Fig. 1: congestion heat map
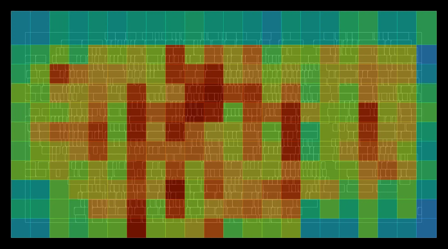
Fig. 2: M3 wires
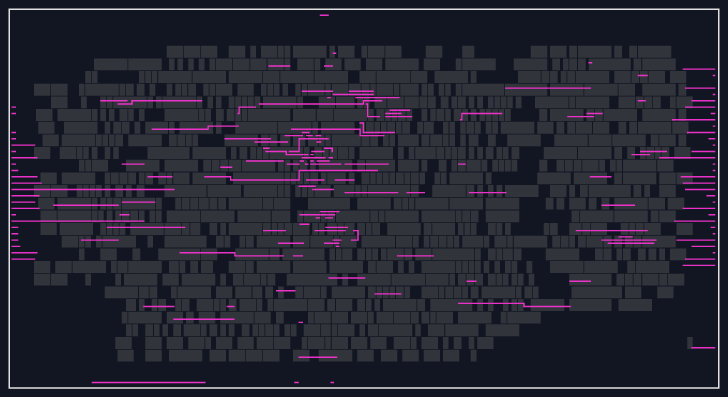
Fig. 3: cells by drive strength
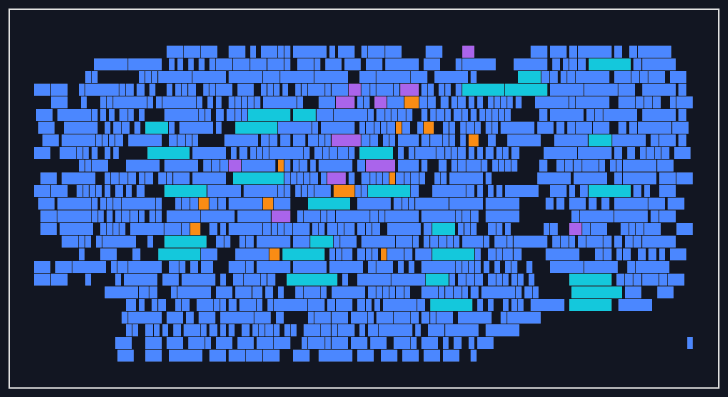
==> config.mk <==
export PLATFORM = sky130hd
export DESIGN_NAME = sdram_cmd_scheduler
export DESIGN_NICKNAME = d
export VERILOG_FILES = /design/src/rtl/sdram_cmd_scheduler.sv
export SDC_FILE = /design/constraint.sdc
export NUM_CORES = 1
export LEC_CHECK = 0
export ABC_AREA = 1
export CORE_ASPECT_RATIO = 0.5
export CORE_MARGIN = 5
export CORE_UTILIZATION = 51
export CTS_CLUSTER_DIAMETER = 60
export DETAILED_ROUTE_END_ITERATION = 7
export HOLD_SLACK_MARGIN = 0.15
export MAX_ROUTING_LAYER = met4
export PLACE_DENSITY = 0.91
export SYNTH_ARGS = -nofsm -noshare
export SYNTH_HDL_FRONTEND = slang
export SYNTH_SLANG_ARGS = --single-unit
==> constraint.sdc <==
create_clock -name iclk -period 4 [get_ports iclk]
set_input_delay 0.6 -clock iclk [delete_from_list [all_inputs] [get_ports iclk]]
set_output_delay 0.6 -clock iclk [all_outputs]
set_load 0.01 [all_outputs]
==> design notes <==
The run finished with clean final reports. The maximum resistive drop on vdd is 389 uV. The number of logic stages on the critical path including buffering was 4. The share of the synthesized area in the top cell type came out at 0.474. The fraction of standard cell area in multi-input logic is 0.306. The run gives 0.0877 for the clock network area share. The number of levels the H-tree was split into was 4; the sequential power was 1.51 mW.

Per the layout report, the design carries 75 non-clock inverters. In the synthesized netlist the dominant register cell turns out to be sky130_fd_sc_hd__dfxtp_1. In the final timing run, aggregate negative setup slack is 0 ns. The run gives 0.340 for the sequential share of power. The run gives 0 for the number of max-capacitance violations reported. In this run the mean area of a mapped cell was 7.22 um2. The clock-pin transition on the worst setup and hold timing paths is 0.05 ns, and the total grt overflow is 0. Max fanout on the critical path was recorded as 8. In the routed design, unresolved DRC markers number 0. Once detail routing completed, the nets flagged for antenna violations numbered 0. The net switching power is 1.48 mW. Cell with the most instances after synthesis: sky130_fd_sc_hd__nand2_1. The tools report the data required time at the worst endpoint as 3.40 ns.

The aoi/oai-family share of the synthesized area was 0.151. In this run the core area contains 25 standard-cell rows. The final layout report lists a clock buffer count of 26. For the number of distinct standard cells referenced by the synthesized netlist, the log shows 31.

The most critical min-delay path falls under register to register. The number of cells after detailed placement came out at 958. The worst path arrival time was 1.83 ns. For the number of cells produced by synthesis, the log shows 713. The internal power of the cells totals 2.96 mW. The detailed-routing iteration count for the pre-antenna-repair pass is 5, and the die height is 81.0 um.

With the power density normalized to cell area at 615 nW/um2, the count of warnings emitted by yosys is 0. The post-synthesis share of cell area spent on and, or, nand and nor gates works out to 0.266. With the yosys cell count at 713, the tally of buffers added on design ports is 147.

Summed over all nets, wire length on met2 after detailed routing comes to 7.42 mm. Kind of start point of the critical path: a register. The largest cell class by area is flip-flops and latches.

The run gives 0.534 for the starting density of the core. At the later pin of the worst-skew pair, clock insertion delay measures 0.41 ns. Across the placement rows, the number of tap cells is 135. The cell with the largest stage delay on the worst path is sky130_fd_sc_hd__clkdlybuf4s50_1. The non-clock buffer contribution to total cell area works out to 0.207.

The post-synthesis cell type with the largest combined area is sky130_fd_sc_hd__dfxtp_1. The dominant non-sequential cell family after synthesis was simple AND/OR/NAND/NOR gates. The run gives 5150 um2 as the area figure in the yosys stat output. In the post-synthesis netlist, the biggest area contributors are sky130_fd_sc_hd__dfxtp_1 47%, sky130_fd_sc_hd__nand2_1 11%, sky130_fd_sc_hd__nor2_1 7.9%, sky130_fd_sc_hd__a21oi_1 6.9%, sky130_fd_sc_hd__o21ai_0 6.1%.

Summing all multi-input logic gate instances after layout gives 2210 um2. The sequential element share of the synthesized area came out at 0.474. The run gives 0 for the fraction of synthesis flops using an asynchronous set or reset pin.

The pin count of the biggest net entering global routing is 45, and the number of cells traversed by the worst hold path is 2. Yosys reports that the most numerous cell types are 145 x sky130_fd_sc_hd__nand2_1, 122 x sky130_fd_sc_hd__dfxtp_1, 108 x sky130_fd_sc_hd__nor2_1. The congestion estimate from routability-driven global placement came to 0.898. The logs give 0.361 for the share of total power in the clock network and 933 for the number of nets in the layout.

The design has 122 sequential cells. The cell sequence reported for the critical path is inv_2 -> nor2_8 -> nand2_1 -> clkdlybuf4s50_1. The proportion of layout cells with a drive suffix above 1 is 0.0597.
About Fig. 1:
Layout Utilization: 0.751
met2 track demand over resource in global routing: 0.438
global-route met1 utilization: 0.275
overall track demand over capacity in global routing: 0.250
per-cell routed wire length: 15.2 um

About Fig. 2:
- nets with wire on the layer: 115
- wire length on this layer: 916 um
- longest straight run: 34.7 um
total vias in the final route: 5,202
total wire length: 15.0 mm
routing usage on met3: 0.0676

About Fig. 3:
- _0 and _1 cells: blue (cells 803; share 94%)
- _2 cells: orange (cells 12; share 1.4%)
- _3 and _4 cells: purple (cells 11; share 1.3%)
- _6 and larger: cyan (cells 28; share 3.3%)
minimum setup slack in the final design: 1.57 ns
area growth from synthesis to final layout: 40.5%

worst min-delay path: cells and delay by family (launching register included):
family | cells | cell delay, ns
buffers and inverters | 1 | 0.06
AND-OR/OR-AND | 1 | 0.05
flip-flops | 1 | 0.29
stage by stage:
stage	utilization	hold slack, ns	instance area [um2]
3_5_place_dp	0.685	0.445	6600
4_1_cts	0.751	0.454	7230
6_report	0.751	0.450	7230
5_1_grt	0.751	0.466	7230
2_1_floorplan	-	0.430	5150
3_3_place_gp	0.685	0.436	6600
cell usage in the layout, fill, tap and decap left out, types with 2 or more instances in the layout:
cell type                         count
sky130_fd_sc_hd__clkbuf_8             7
sky130_fd_sc_hd__o211ai_1             2
sky130_fd_sc_hd__ha_1                 4
sky130_fd_sc_hd__nand2_1            145
sky130_fd_sc_hd__nand2_2              3
sky130_fd_sc_hd__a21oi_1             71
sky130_fd_sc_hd__nor2_1             108
sky130_fd_sc_hd__o21ai_1              3
sky130_fd_sc_hd__nor3_1               8
sky130_fd_sc_hd__dfxtp_1            122
sky130_fd_sc_hd__bufinv_16            3
sky130_fd_sc_hd__nor4_1               3
sky130_fd_sc_hd__inv_2                4
sky130_fd_sc_hd__clkinvlp_4           2
sky130_fd_sc_hd__nand4_1              2
sky130_fd_sc_hd__nand3_1             38
sky130_fd_sc_hd__inv_1               71
sky130_fd_sc_hd__o21ai_0             63
sky130_fd_sc_hd__nand3_4              2
sky130_fd_sc_hd__clkbuf_1             2
sky130_fd_sc_hd__nor2_4               4
sky130_fd_sc_hd__buf_4                3
sky130_fd_sc_hd__clkdlybuf4s50_1    147
sky130_fd_sc_hd__or2_2                2
sky130_fd_sc_hd__clkbuf_16           17
sky130_fd_sc_hd__a31oi_1             10
Power and IR drop assume default switching activity.
